## config.mk

```make
export PLATFORM = sky130hd
export DESIGN_NAME = fft_bitrev_reorder
export DESIGN_NICKNAME = d
export VERILOG_FILES = /design/src/rtl/fft_pkg.sv /design/src/rtl/fft_reorder_bank.sv /design/src/rtl/fft_bitrev_reorder.sv
export SDC_FILE = /design/constraint.sdc
export NUM_CORES = 2
export LEC_CHECK = 0
export CAP_MARGIN = 20
export CORE_ASPECT_RATIO = 1.5
export CORE_MARGIN = 4
export CORE_UTILIZATION = 50
export CTS_CLUSTER_SIZE = 40
export DETAILED_ROUTE_END_ITERATION = 8
export PLACE_DENSITY = 0.69
export SETUP_SLACK_MARGIN = 0.05
export SLEW_MARGIN = 0
export SYNTH_ARGS = -nofsm -noshare
export SYNTH_HDL_FRONTEND = slang
export SYNTH_SLANG_ARGS = --single-unit
```

## constraint.sdc

```tcl
create_clock -name clk -period 3.4 [get_ports clk]
set_input_delay 0.68 -clock clk [delete_from_list [all_inputs] [get_ports clk]]
set_output_delay 0.68 -clock clk [all_outputs]
set_load 0.05 [all_outputs]
```

## src/rtl/fft_pkg.sv

```systemverilog
// Shared constants, sample type and index helper for the FFT output reorder path.
package fft_pkg;

  localparam int N     = 32;
  localparam int LOG2N = 5;
  localparam int DW    = 15;

  typedef struct packed {
    logic [DW-1:0] re;
    logic [DW-1:0] im;
  } sample_t;

  function automatic logic [LOG2N-1:0] bitrev(
    input logic [LOG2N-1:0] idx
  );
    logic [LOG2N-1:0] r;
    for (int b = 0; b < LOG2N; b++) begin
      r[b] = idx[LOG2N-1-b];
    end
    return r;
  endfunction

endpackage

```

## src/rtl/fft_reorder_bank.sv

```systemverilog
// One frame of sample storage: synchronous write, combinational read.
module fft_reorder_bank
  import fft_pkg::*;
(
  input  logic             clk,
  input  logic             we,
  input  logic [LOG2N-1:0] waddr,
  input  logic [2*DW-1:0]  wdata,
  input  logic [LOG2N-1:0] raddr,
  output logic [2*DW-1:0]  rdata
);

  logic [2*DW-1:0] mem [N];

  always_ff @(posedge clk) begin
    if (we) begin
      mem[waddr] <= wdata;
    end
  end

  assign rdata = mem[raddr];

endmodule

```

## src/rtl/fft_bitrev_reorder.sv

```systemverilog
// Ping-pong reorder buffer: bit-reversed arrival order in, natural order out.
module fft_bitrev_reorder
  import fft_pkg::*;
(
  input  logic          clk,
  input  logic          rst,
  input  logic          in_valid,
  output logic          in_ready,
  input  logic [DW-1:0] in_r,
  input  logic [DW-1:0] in_i,
  output logic          out_valid,
  input  logic          out_ready,
  output logic [DW-1:0] out_r,
  output logic [DW-1:0] out_i,
  output logic          out_first,
  output logic          out_last
);

  localparam logic [LOG2N-1:0] LAST = LOG2N'(N - 1);

  logic             wbank;
  logic             rbank;
  logic [LOG2N-1:0] wcnt;
  logic [LOG2N-1:0] rcnt;
  logic [1:0]       full;
  logic [1:0]       full_n;

  logic             wr_en;
  logic             load;
  logic             wr_wrap;
  logic             rd_wrap;
  logic [LOG2N-1:0] waddr;
  sample_t          wdata;
  sample_t          rd0;
  sample_t          rd1;
  sample_t          rdata;

  assign in_ready = !full[wbank];
  assign wr_en    = in_valid && in_ready;
  assign load     = full[rbank] && (!out_valid || out_ready);
  assign wr_wrap  = wr_en && (wcnt == LAST);
  assign rd_wrap  = load && (rcnt == LAST);

  assign waddr = bitrev(wcnt);
  assign wdata = '{re: in_r, im: in_i};
  assign rdata = rbank ? rd1 : rd0;

  fft_reorder_bank u_bank0 (
    .clk   (clk),
    .we    (wr_en && !wbank),
    .waddr (waddr),
    .wdata (wdata),
    .raddr (rcnt),
    .rdata (rd0)
  );

  fft_reorder_bank u_bank1 (
    .clk   (clk),
    .we    (wr_en && wbank),
    .waddr (waddr),
    .wdata (wdata),
    .raddr (rcnt),
    .rdata (rd1)
  );

  // A bank being filled is never full and a bank being drained is, so
  // the set and clear below can never target the same bank.
  always_comb begin
    full_n = full;
    if (wr_wrap) begin
      full_n[wbank] = 1'b1;
    end
    if (rd_wrap) begin
      full_n[rbank] = 1'b0;
    end
  end

  always_ff @(posedge clk or posedge rst) begin
    if (rst) begin
      wbank <= 1'b0;
      wcnt  <= '0;
      full  <= '0;
    end else begin
      full <= full_n;
      if (wr_en) begin
        wcnt <= wcnt + 1'b1;
        if (wr_wrap) begin
          wbank <= ~wbank;
        end
      end
    end
  end

  always_ff @(posedge clk or posedge rst) begin
    if (rst) begin
      rbank     <= 1'b0;
      rcnt      <= '0;
      out_valid <= 1'b0;
      out_first <= 1'b0;
      out_last  <= 1'b0;
      out_r     <= '0;
      out_i     <= '0;
    end else if (load) begin
      out_valid <= 1'b1;
      out_r     <= rdata.re;
      out_i     <= rdata.im;
      out_first <= (rcnt == '0);
      out_last  <= (rcnt == LAST);
      rcnt      <= rcnt + 1'b1;
      if (rd_wrap) begin
        rbank <= ~rbank;
      end
    end else if (out_ready) begin
      out_valid <= 1'b0;
    end
  end

endmodule

```

Figure 1. Routed metal, one color a layer.
Drawn at 1 px/um. Only two layers are drawn.
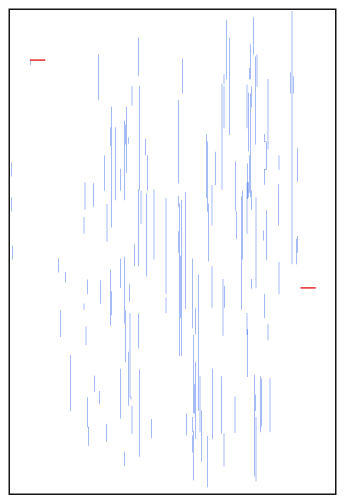
legend:
  M5:
    color: red
    wire_length: 27.6 um
  M4:
    color: blue
    wire_length: 6,360 um

==> reports/results.ini <==
[status]
outcome = complete, but fails checks
violations = design-rule violations

[floorplan]
io_pins = 68
fp.dieH_um = 484

[synth]
syn-num-nets = 3432
synth_cell_types = 59
avgSynthCellArea_sq_um = 22.3
ys_warn_count = 0
netlist_top_cells_count = edfxtp_1, mux4_2, mux2i_1, nand2_1, a22oi_1
ys_cells = 3388
ys_sh_mux = 0.153
largest_area_cell = edfxtp_1
syn-instance-count = 3388
ys_sh_xor = 0.000697

[global_route]
grt_start_max_net_pins = 65
antenna_found_initial = 13
grt_pass1_wl_um = 265000
grt_usage = 0.233

[sta]
setup_violations = 0
finalHoldViolCount = 0
grt_setup_unrepaired = no
max_freq_mhz = 308
finalWorstSetupSlack_ns = 0.156

[setup_path]
critPathLaunch = rcnt[0]
path_cells = buf_12, buf_12, mux4_2, a2111oi_1, buf_4, o311ai_0
slowest_delay_ns = 0.84
r2r_end = out_i[7]
critical_path.most_common_cell = buf_12
critPathTopFamily = AND-OR/OR-AND gates
worstPathRequired_ns = 3.99
reg2reg_from = rcnt[0]

[layout]
fin_nets = 3751
syn2layout_area_growth_pct = 14.4

[detailed_routing]
ant_nets = 0
via_per_inst = 6.32
drc = 2
drt-total-wl_um = 183000

[worst_hold_path]
hold_end = u_bank1.mem[15][25]

[placed_design]
portBuffers = 67
placedCellCount = 5460

[clock_network]
cts_buffers = 166
clockBufferDepth = 3
clkSinkCount = 1967

[pwr]
total_power_mw = 61.6
p_per_area_nw_per_um2 = 714

Figure 2. Placed standard cells.
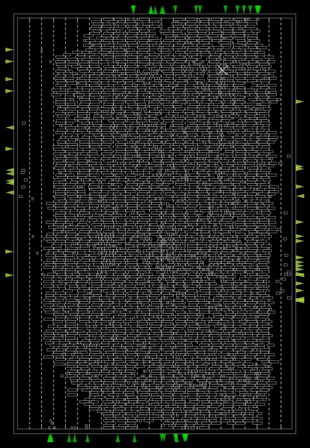
Flop Count: 1,967
Seq area share: 0.682

[power by group]
part | switching, mW | leakage (nW) | internal [mW]
registers | 0.655 | 17.9 | 27.6
logic | 7.66 | 6.52 | 6.38
clock network | 8.33 | 2.67 | 10.9
[final cells by class]
| class | instances | area (sq um) |
|---|---|---|
| inverters | 11 | 41.3 |
| fillers | 10600 | 63500 |
| multi-input cells | 1221 | 15900 |
| diodes | 3 | 7.51 |
| clock inverters | 91 | 991 |
| flip-flops and latches | 1967 | 58900 |
| well taps | 1936 | 2420 |
| repair buffers | 340 | 3560 |
| clock buffers | 210 | 4490 |
[layer usage]
metal  share of wire  up-vias  GRT usage
met5         0.00015        -          0
met4           0.035        4     0.0797
met3           0.073      323     0.0419
met2            0.52     1622      0.400
met1            0.37    19600      0.304
li1                -    15000          -
Power figures rest on the tool's default switching activity, not on a simulated workload.
